$ cat src/rtl/random_phase_sequencer.sv
// random_phase_sequencer: alternating low/high phases with LFSR-drawn lengths from programmable windows.
// Define RPS_SEED_PORT_EN to add a seed_i port that reseeds the LFSR on every accepted start.
module random_phase_sequencer #(
  parameter int          CNT_W     = 8,
  parameter int          PER_W     = 16,
  parameter logic [15:0] LFSR_SEED = 16'hACE1
) (
  input  logic             clk_i,
  input  logic             s_rst_i,
  input  logic             start_i,
  input  logic             stop_i,
  input  logic [CNT_W-1:0] lo_min_i,
  input  logic [CNT_W-1:0] lo_max_i,
  input  logic [CNT_W-1:0] hi_min_i,
  input  logic [CNT_W-1:0] hi_max_i,
  input  logic [PER_W-1:0] hi_periods_i,
`ifdef RPS_SEED_PORT_EN
  input  logic [15:0]      seed_i,
`endif
  output logic             state_o,
  output logic             busy_o,
  output logic             done_o,
  output logic             cfg_err_o,
  output logic [PER_W-1:0] period_cnt_o
);
  typedef enum logic [1:0] {IDLE, LO, HI, DONE} state_t;
  state_t state_q, state_d;
  logic [15:0] lfsr_q, seed_eff, src;
  logic [CNT_W-1:0] cnt_q, lo_min_q, lo_max_q, hi_min_q, hi_max_q, mn, mx, len;
  logic [PER_W-1:0] hi_per_q, pc_inc;
  logic [CNT_W:0] span;
  logic [2*CNT_W-1:0] prod;
  logic cfg_ok, req, accept, phase_end, fin, cfg_err_q;
`ifdef RPS_SEED_PORT_EN
  assign seed_eff = seed_i == 16'h0 ? LFSR_SEED : seed_i;
`else
  assign seed_eff = LFSR_SEED;
`endif
  // The start-cycle draw uses the freshly loaded seed and the live window ports.
  always_comb begin
    cfg_ok    = lo_min_i != '0 && lo_min_i <= lo_max_i && hi_min_i != '0 && hi_min_i <= hi_max_i;
    req       = state_q == IDLE && start_i && !stop_i;
    accept    = req && cfg_ok;
    phase_end = (state_q == LO || state_q == HI) && cnt_q == '0 && !stop_i;
    pc_inc    = period_cnt_o + PER_W'(1);
    fin       = hi_per_q != '0 && pc_inc == hi_per_q;
    src       = accept ? seed_eff : lfsr_q;
    mn        = accept ? lo_min_i : state_q == LO ? hi_min_q : lo_min_q;
    mx        = accept ? lo_max_i : state_q == LO ? hi_max_q : lo_max_q;
    span      = {1'b0, mx} - {1'b0, mn} + (CNT_W+1)'(1);
    prod      = (2*CNT_W)'(src[CNT_W-1:0]) * (2*CNT_W)'(span);
    len       = mn + CNT_W'(prod >> CNT_W);
  end
  always_comb begin
    state_d = state_q;
    case (state_q)
      IDLE:    state_d = accept ? LO : IDLE;
      LO:      state_d = stop_i ? IDLE : cnt_q != '0 ? LO : HI;
      HI:      state_d = stop_i ? IDLE : cnt_q != '0 ? HI : fin ? DONE : LO;
      default: state_d = IDLE;
    endcase
  end
  always_ff @(posedge clk_i)
    if (s_rst_i) state_q <= IDLE;
    else         state_q <= state_d;
  // Counter holds len-1 so a phase ends on the cycle it reads zero.
  always_ff @(posedge clk_i) begin
    if (s_rst_i) begin
      lfsr_q       <= LFSR_SEED;
      cnt_q        <= '0;
      period_cnt_o <= '0;
      cfg_err_q    <= 1'b0;
      lo_min_q     <= '0;
      lo_max_q     <= '0;
      hi_min_q     <= '0;
      hi_max_q     <= '0;
      hi_per_q     <= '0;
    end else begin
      cfg_err_q <= req && !cfg_ok;
      if (accept) begin
        lo_min_q     <= lo_min_i;
        lo_max_q     <= lo_max_i;
        hi_min_q     <= hi_min_i;
        hi_max_q     <= hi_max_i;
        hi_per_q     <= hi_periods_i;
        period_cnt_o <= '0;
      end else if (phase_end && state_q == HI) period_cnt_o <= pc_inc;
      if (accept || phase_end) begin
        lfsr_q <= {src[14:0], src[15] ^ src[13] ^ src[12] ^ src[10]};
        cnt_q  <= len - CNT_W'(1);
      end else if (cnt_q != '0) cnt_q <= cnt_q - CNT_W'(1);
    end
  end
  assign state_o   = state_q == HI;
  assign busy_o    = state_q == LO || state_q == HI;
  assign done_o    = state_q == DONE;
  assign cfg_err_o = cfg_err_q;
endmodule

$ cat config.mk
export PLATFORM = sky130hd
export DESIGN_NAME = random_phase_sequencer
export DESIGN_NICKNAME = d
export VERILOG_FILES = /design/src/rtl/random_phase_sequencer.sv
export SDC_FILE = /design/constraint.sdc
export NUM_CORES = 1
export LEC_CHECK = 0
export CORE_MARGIN = 2
export CORE_UTILIZATION = 30
export CTS_CLUSTER_SIZE = 40
export DETAILED_ROUTE_END_ITERATION = 10
export GPL_TIMING_DRIVEN = 0
export HOLD_SLACK_MARGIN = 0.03
export SLEW_MARGIN = 20
export SYNTH_ARGS = -nofsm -noshare
export SYNTH_HDL_FRONTEND = slang
export SYNTH_SLANG_ARGS = --single-unit
export TNS_END_PERCENT = 20
$ cat constraint.sdc
create_clock -name clk_i -period 21 [get_ports clk_i]
set_clock_uncertainty 0.2 [all_clocks]
set_input_delay 2.1 -clock clk_i [delete_from_list [all_inputs] [get_ports clk_i]]
set_output_delay 2.1 -clock clk_i [all_outputs]
set_load 0.02 [all_outputs]
==> GITHUB_STEP_SUMMARY, run 1 <==
## Implementation flow summary

| Metric | Value |
|---|---|
| Top cells by count, synth | `160 x nand2_1, 91 x dfxtp_1, 88 x inv_1` |
| Top non-seq family | `adder cells` |
| Slowest Stage Delay on Critical Path | `660 ps` |
| Synth area leader | `dfxtp_1` |
| Post-synthesis adder-cell area fraction | `24.6%` |
| Syn_area_per_cell | `8.09 um2` |
| Fp util | `30.7%` |
| Arr. time, crit path | `14170 ps` |
| CTS Sinks | `91` |
| Initial antenna violation count | `0` |
| Complex Gates by Area | `12.2%` |
| Crit-path most repeated cell | `ha_1` |
| Setup crit end kind | `flop` |
| Slew @ Worst Pin | `818 ps` |
| Ys cells | `925` |
| Yosys stat area | `0.00748 mm2` |
| Area growth syn-to-layout | `18.6%` |
| Filler cells | `2590` |
| CTS max path bufs | `2` |
| # DRC | `0` |
| Ys flops | `91` |
| Top_reg_cell synth | `dfxtp_1` |
| Post-CTS Hold Buffers | `0` |
| Placed Cells | `1319` |
| Run status | `finished, final reports clean` |
| Max-cap violations | `0` |
| CTS Buf Count | `9` |
| Clock Latency Late Sink | `350 ps` |
| Drt via density | `4.84` |
| Pin count of the biggest net entering global routing | `18` |
| Chip area | `0.0262 mm2` |
| Detail Route Antenna Nets | `0` |
| Die W | `162 um` |
| Layout Cells excl Fill | `1335` |
| H-Tree Depth | `3` |
| ANT cells | `0` |
| Max_slew headroom | `44.8%` |
| GPL Wtd Cong | `0.867` |
| Input/output buffers | `70` |
| Final Setup Violations | `0` |
-- run 1: layout by cell type, fill, tap and decap left out, types with 4 or more instances in the layout --
| master | count |
|---|---|
| nand2_1 | 160 |
| dfxtp_1 | 91 |
| inv_1 | 88 |
| ha_1 | 80 |
| a21oi_1 | 78 |
| nor2_1 | 75 |
| clkdlybuf4s50_1 | 70 |
| xnor2_1 | 48 |
| fa_1 | 42 |
| clkbuf_1 | 27 |
| o21ai_0 | 25 |
| xor2_1 | 24 |
| mux2i_1 | 23 |
| and3_1 | 22 |
| nor4_1 | 13 |
| nor2b_1 | 11 |
| nand4_1 | 10 |
| or2_2 | 10 |
| nand3_1 | 9 |
| nor3_1 | 9 |
| clkbuf_16 | 9 |
| a21o_1 | 7 |
| a211oi_1 | 7 |
| o21a_1 | 7 |
| o21bai_1 | 6 |
| a31oi_1 | 6 |
| buf_2 | 5 |
| or3_1 | 5 |
| nor3b_1 | 4 |
| nand2b_1 | 4 |
-- run 1: cells by family (layout without fill, tap and decap cells) --
group                    after synthesis  count (layout)
AND/OR/NAND/NOR                      342             342
AND-OR/OR-AND                        152             152
XOR/XNOR                              73              73
flip-flops                            91              91
buffers and inverters                122             208
adder cells (fa/ha/maj)              122             122
multiplexers                          23              23
-- run 1: flip-flops by register name, summed over array words and instances (netlist names), 2 cells and up --
| signal | count |
|---|---|
| hi_per_q | 16 |
| lfsr_q | 16 |
| period_cnt_o | 16 |
| cnt_q | 8 |
| hi_max_q | 8 |
| hi_min_q | 8 |
| lo_max_q | 8 |
| lo_min_q | 8 |
| state_q | 2 |
-- run 1: critical path, delay by kind of cell --
family,cells,cell delay (ps)
adders and majority gates,10,4040
AOI/OAI and AO/OA,15,2780
and+or+nand+nor,9,2220
buffers and inverters,7,1780
xor gates and xnor gates,3,1230
-- run 1: routing by layer --
layer | wire, um | share of wire (%) | GRT usage [%]
met5 | 0 | 0 | 0
met4 | 201 | 1.0 | 3.30
met3 | 997 | 5.1 | 2.37
met2 | 9130 | 46 | 25.1
met1 | 9350 | 48 | 21.4
-- run 1: stage by stage --
step	cell area, um2	worst slack [ps]	hold slack, ps
floorplan	7480	9280	232
global placement	8590	6670	240
detailed placement	8590	6650	246
CTS	8870	6960	255
global route	8870	6140	268
finish	8870	6830	255
-- run 1: final timing paths --
| path | endpoint | slack [ps] | startpoint | cells past startpoint |
|---|---|---|---|---|
| worst max-delay path | cnt_q[7] | 6830 | lo_min_i[7] | 44 |
| worst min-delay path | lo_max_q[1] | 250 | lo_max_q[1] | 2 |
| worst max register to register | cnt_q[7] | 9900 | state_q[0] | 41 |
| worst min register to register | lo_max_q[1] | 250 | lo_max_q[1] | 2 |
-- run 1: layout make-up --
class / instances / area share, %
multi-input cells: 712 / 58.5
repair buffers: 70 / 7.90
clock buffers: 10 / 2.58
flip-flops and latches: 91 / 20.5
clock inverters: 6 / 0.635
well taps: 324 / 4.57
inverters: 88 / 3.72
plain buffers: 34 / 1.51
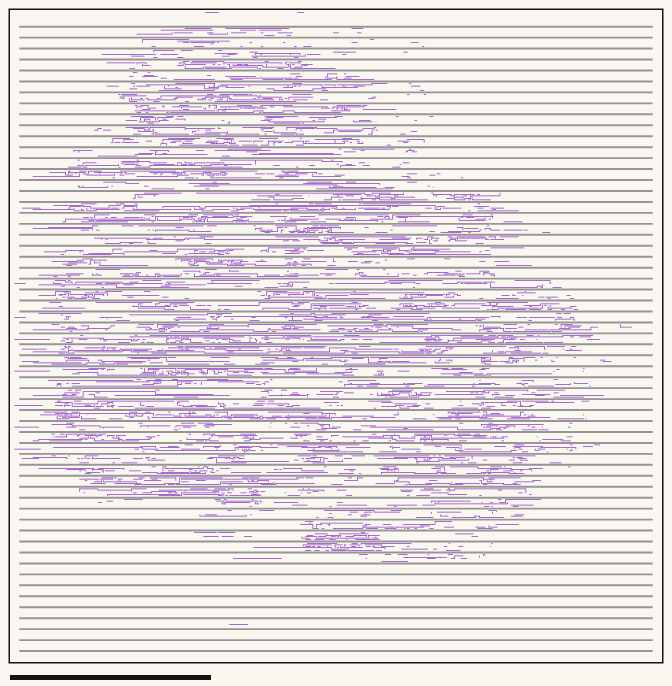
**Above:** run 1 (the metal 1 layer).
The bar under the picture is 50 um long. Supply wires on this layer in grey.
- main direction: horizontal
- wire length on this layer: 9350 um

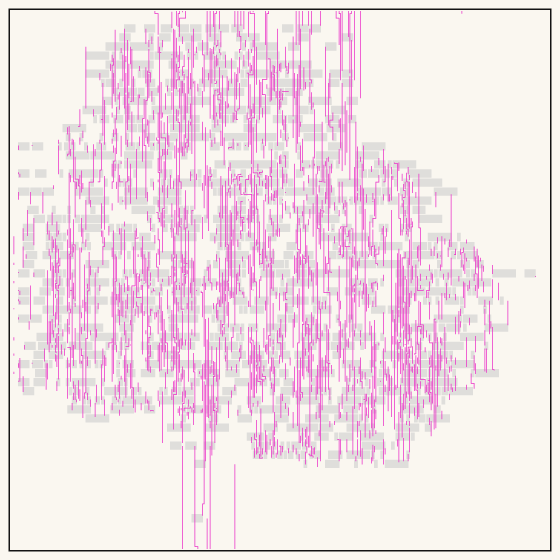
**Above:** run 1 (metal 2).
- main direction: vertical
- nets with wire on the layer: 942
- longest straight run: 45.6 um

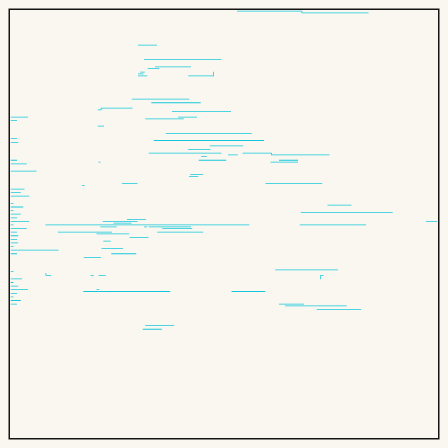
**Above:** run 1 (the metal 3 layer).
- longest straight run: 76.8 um
- wire length on this layer: 997 um

**Run 1: routing congestion map**

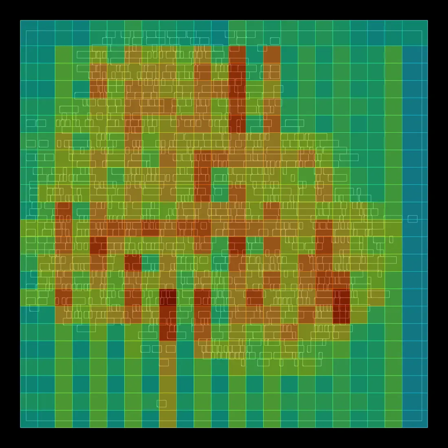

--- run 2 (diff from run 1) ---
==> constraint.sdc (replaced) <==
create_clock -name clk_i -period 13.4 [get_ports clk_i]
set_clock_uncertainty 0.2 [all_clocks]
set_input_delay 1.34 -clock clk_i [delete_from_list [all_inputs] [get_ports clk_i]]
set_output_delay 1.34 -clock clk_i [all_outputs]
set_load 0.02 [all_outputs]
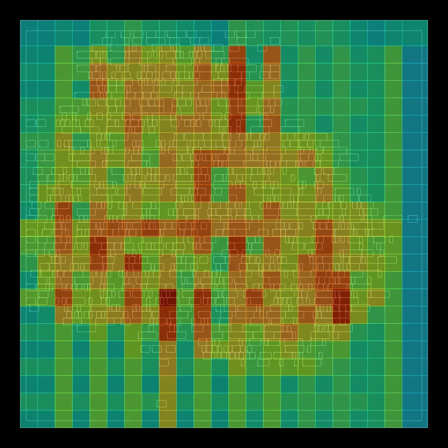
**Above:** run 2 (routing congestion map).
Top Usage Layer GRT: met2
global-route usage over all layers: 15.3%
GR Layer Usage met1: 21.4%

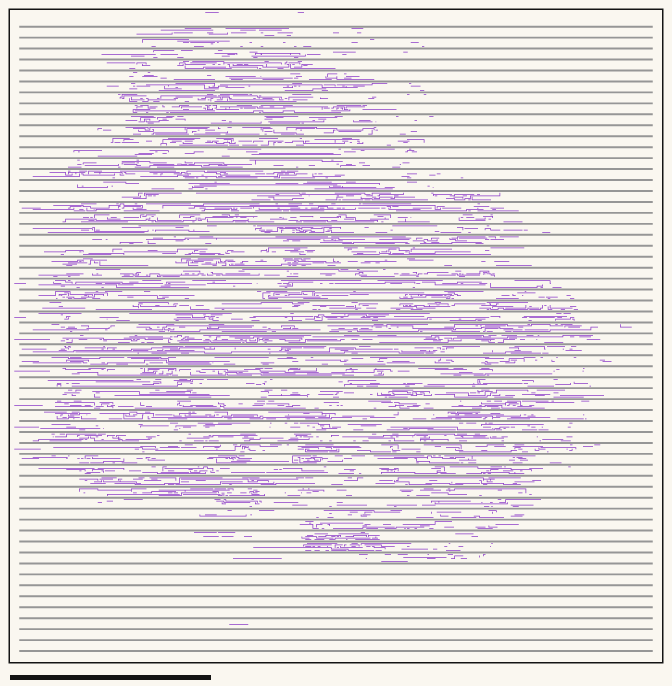
**Above:** run 2 (the metal 1 layer).
The bar under the picture is 50 um long. Supply wires on this layer in grey.
- longest straight run: 46.0 um
- nets with wire on the layer: 1095

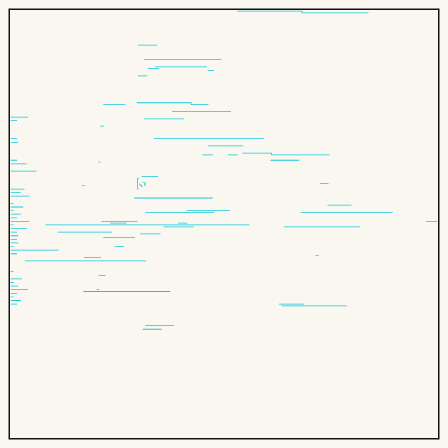
**Above:** run 2 (the metal 3 layer).
- main direction: horizontal
- nets with wire on the layer: 71
- share of all routed wire: 4.4%
- longest straight run: 76.8 um
- wire length on this layer: 873 um

==> run 2 against run 1 <==
First-iteration DRC count up 1.7%. Count of clock-buffer cells in the layout unchanged. Wire length unchanged. Die size unchanged. Setup slack worse by 6200 ps. Cell area up 0.23%. Utilization up 0.082 points. Critical path depth up 1. Via count about the same. Critical path type unchanged. Critical endpoint unchanged.
==> GITHUB_STEP_SUMMARY, run 2 <==
## Implementation flow summary

| Metric | Value |
|---|---|
| Run status | `finished, final reports clean` |
| GPL Wtd Cong | `0.867` |
| Slew @ Worst Pin | `788 ps` |
| Ys flops | `91` |
| Pin count of the biggest net entering global routing | `18` |
| Die W | `162 um` |
| Post-CTS Hold Buffers | `0` |
| # DRC | `0` |
| Fp util | `30.7%` |
| Top non-seq family | `adder cells` |
| Final Setup Violations | `0` |
| Input/output buffers | `70` |
| Setup crit end kind | `flop` |
| H-Tree Depth | `3` |
| Most numerous logic cell after layout | `nand2_1` |
| Area growth syn-to-layout | `18.9%` |
| ANT cells | `0` |
| Complex Gates by Area | `12.2%` |
| Arr. time, crit path | `12720 ps` |
| CTS max path bufs | `2` |
| Yosys stat area | `0.00748 mm2` |
| Initial antenna violation count | `0` |
run 2: cell counts after synthesis:
No cell type changed its count.
run 2: logic make-up after synthesis:
| group | count (synthesis) |
|---|---|
| AOI/OAI and AO/OA | 152 |
| xor gates and xnor gates | 73 |
| muxes | 23 |
| DFF | 91 |
| and+or+nand+nor | 342 |
| adders and majority gates | 122 |
| buffers and inverters | 122 |
run 2: how the worst max path moves through the flow:
| stage | start | endpoint | slack, ps | cells past startpoint |
|---|---|---|---|---|
| after floorplan | hi_max_i[2] | cnt_q[7] | 2440 | 41 |
| after global placement | lo_min_i[7] | cnt_q[7] | -170 | 44 |
| after detailed placement | lo_min_i[7] | cnt_q[7] | -190 | 44 |
| after CTS | lo_min_i[7] | cnt_q[7] | 120 | 44 |
| after global routing | lo_min_i[7] | cnt_q[7] | 30 | 42 |
| final | lo_min_i[7] | cnt_q[7] | 680 | 45 |
run 2: cell type report:
class                      instances  area (um2)  share of cell area (%)
timing repair buffer              70         701                    7.88
tap                              324         405                    4.56
sequential                        91        1820                    20.5
clock inverter                     6        56.3                   0.633
clock buffer                      10         229                    2.58
multi-input combinational        712        5210                    58.6
inverter                          88         330                    3.72
buffer                            33         134                    1.51
run 2: per-stage QoR:
stage | area [um2] | setup WS, ps | hold WS, ps | TNS, ps
final | 8890 | 681 | 255 | 0
after global routing | 8890 | 31.4 | 268 | 0
after CTS | 8870 | 119 | 255 | 0
after detailed placement | 8590 | -192 | 246 | -192
after global placement | 8590 | -168 | 240 | -168
after floorplan | 7480 | 2440 | 232 | 0
run 2: critical path: cells and delay by family:
family / cells / cell delay (ps)
AOI/OAI and AO/OA: 15 / 2680
xor gates and xnor gates: 3 / 850
adders and majority gates: 10 / 4100
buffers and inverters: 7 / 1440
and+or+nand+nor: 10 / 2280
run 2: timing repair:
action,in CTS,in global routing
setup buffers,0,0
endpoints found under the setup margin,0,1
resized,0,7
run 2: routing by layer:
layer  part of all wire [%]  global-route usage (%)
met4                    1.1                    3.30
met1                     48                    21.4
met5                      0                       0
met3                    4.4                    2.37
met2                     46                    25.1
**Run 2: metal 2**

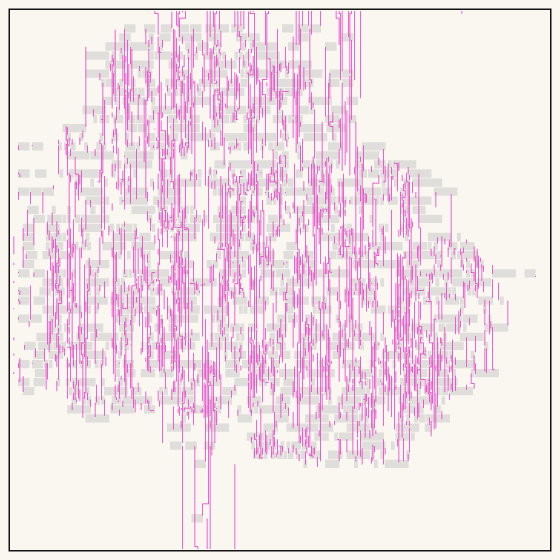

--- run 3 (diff from run 2) ---
--- a/config.mk
+++ b/config.mk
@@ -5,11 +5,12 @@
 export SDC_FILE = /design/constraint.sdc
 export NUM_CORES = 1
 export LEC_CHECK = 0
+export ABC_AREA = 1
 export CORE_MARGIN = 2
 export CORE_UTILIZATION = 30
 export CTS_CLUSTER_SIZE = 40
 export DETAILED_ROUTE_END_ITERATION = 10
-export GPL_TIMING_DRIVEN = 0
+export GPL_TIMING_DRIVEN = 1
 export HOLD_SLACK_MARGIN = 0.03
 export SLEW_MARGIN = 20
 export SYNTH_ARGS = -nofsm -noshare
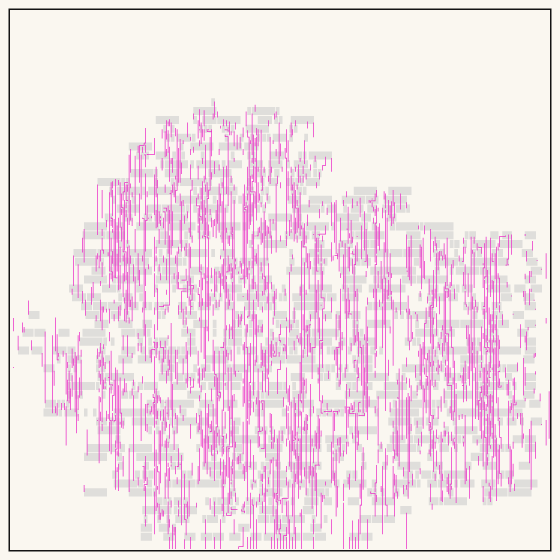
**Above:** run 3 (metal 2).
- wire length on this layer: 9240 um
- share of all routed wire: 45%
- longest straight run: 53.4 um
- nets with wire on the layer: 1047
- main direction: vertical

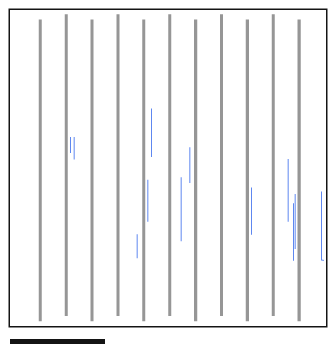
**Above:** run 3 (met4 routing).
The bar under the picture is 50 um long. Supply wires on this layer in grey.
- wire length on this layer: 283 um
- nets with wire on the layer: 10
- longest straight run: 35.9 um
- main direction: vertical
- share of all routed wire: 1.4%

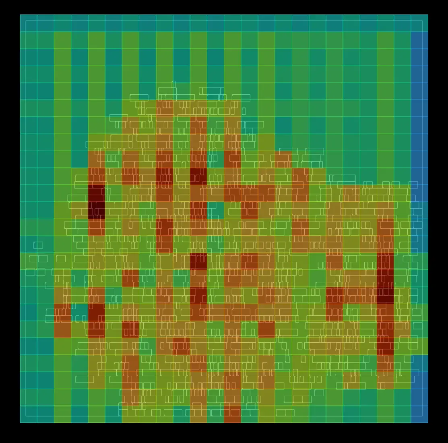
**Above:** run 3 (routing congestion map).
grt met2 use: 24.8%
global-route usage over all layers: 15.3%
GR Layer Usage met1: 21.2%
GR Util met3: 2.96%
DR WL/cell: 13.9 um

==> run 3 against run 2 <==
First-iteration DRC count is 31% higher. Count of clock-buffer cells in the layout up 2. Cell area up 3.0%. Area after synthesis up 4.8%. Setup slack better by 1200 ps. Utilization decreased by 1.0 points. Register-to-register slack improved by 790 ps. Critical path type unchanged. Largest cell class unchanged. Highest routed layer unchanged.
==> GITHUB_STEP_SUMMARY, run 3 <==
## Implementation flow summary

| Metric | Value |
|---|---|
| Clock Pin Slew Worst Setup and Hold Paths | `70 ps` |
| Final Cell Area | `0.00915 mm2` |
| Ys cells | `1068` |
| CTS Sinks | `91` |
| CTS Buf Count | `9` |
| Max-cap violations | `0` |
| Post-CTS sizing | `0` |
| H-Tree Depth | `3` |
| CTS max path bufs | `2` |
| Most numerous logic cell after layout | `inv_1` |
| Setup WS pre-CTS | `1590 ps` |
| Filler cells | `2752` |
| Max_slew headroom | `49.2%` |
| Drt via density | `4.74` |
| Final Setup Violations | `0` |
| Input/output buffers | `71` |
| Arr. time, crit path | `11580 ps` |
| Slew @ Worst Pin | `759 ps` |
| Largest registers | `hi_per_q (16), lfsr_q (16), period_cnt_o (16)` |
| Syn_area_per_cell | `7.34 um2` |
| Initial antenna violation count | `0` |
| Yosys stat area | `0.00784 mm2` |
| # DRC | `0` |
| First-pass GRT wire length | `34400 um` |
| ANT cells | `0` |
| Post-CTS Setup Repair Bufs | `0` |
| Top cells by count, synth | `182 x inv_1, 170 x nand2_1, 127 x nor2_1` |
| Die W | `166 um` |
| Fp util | `30.3%` |
| DP Area | `0.00887 mm2` |
| Synth area leader | `dfxtp_1` |
| Detail Route Antenna Nets | `0` |
| Crit-path most repeated cell | `nand2_1` |
| GPL Wtd Cong | `0.887` |
| Chip area | `0.0274 mm2` |
| Clock Latency Late Sink | `350 ps` |
| Slowest Stage Delay on Critical Path | `620 ps` |
| Most frequent cells in the layout | `182 x inv_1, 170 x nand2_1, 127 x nor2_1` |
| Run status | `finished, final reports clean` |
| Setup TNS | `0 ps` |
run 3: logic make-up after synthesis:
logic type	count (synthesis)	synth area share (%)
xor+xnor	44	5.38
compound gates	203	14.7
flops	91	23.2
fa+ha+maj	122	23.5
buf+inv	219	10.9
simple gates	389	22.2
run 3: worst max-delay path, delay by kind of cell:
kind	cells	cell delay [ps]
compound gates	7	1480
xor+xnor	3	800
fa+ha+maj	10	4040
buf+inv	10	1710
simple gates	23	2170
run 3: final timing paths:
check,start,cells past startpoint,slack [ps],endpoint
setup reg to reg,state_q[0],50,3480,cnt_q[7]
hold / removal,lfsr_q[8],2,270,lfsr_q[9]
setup / recovery,lo_min_i[7],53,1850,cnt_q[7]
hold reg to reg,lfsr_q[8],2,270,lfsr_q[9]
run 3: area by class of cell:
cell class | instances | area (um2) | area share [%]
inverter | 191 | 722 | 7.89
multi-input combinational | 758 | 5160 | 56.4
clock buffer | 12 | 246 | 2.69
sequential | 91 | 1820 | 19.9
tap | 335 | 419 | 4.58
timing repair buffer | 76 | 748 | 8.17
clock inverter | 4 | 33.8 | 0.369
run 3: through the flow:
step	hold WS, ps	instances
floorplan	239	1068
global placement	250	1451
detailed placement	256	1451
CTS	264	1467
global route	289	1467
finish	267	1467
run 3: per-layer routing:
metal,global-route usage [%],up-vias,routed length [um]
li1,-,3553,-
met1,21.2,3243,10100
met2,24.8,134,9240
met3,2.96,27,849
met4,3.29,0,283
met5,0,-,0
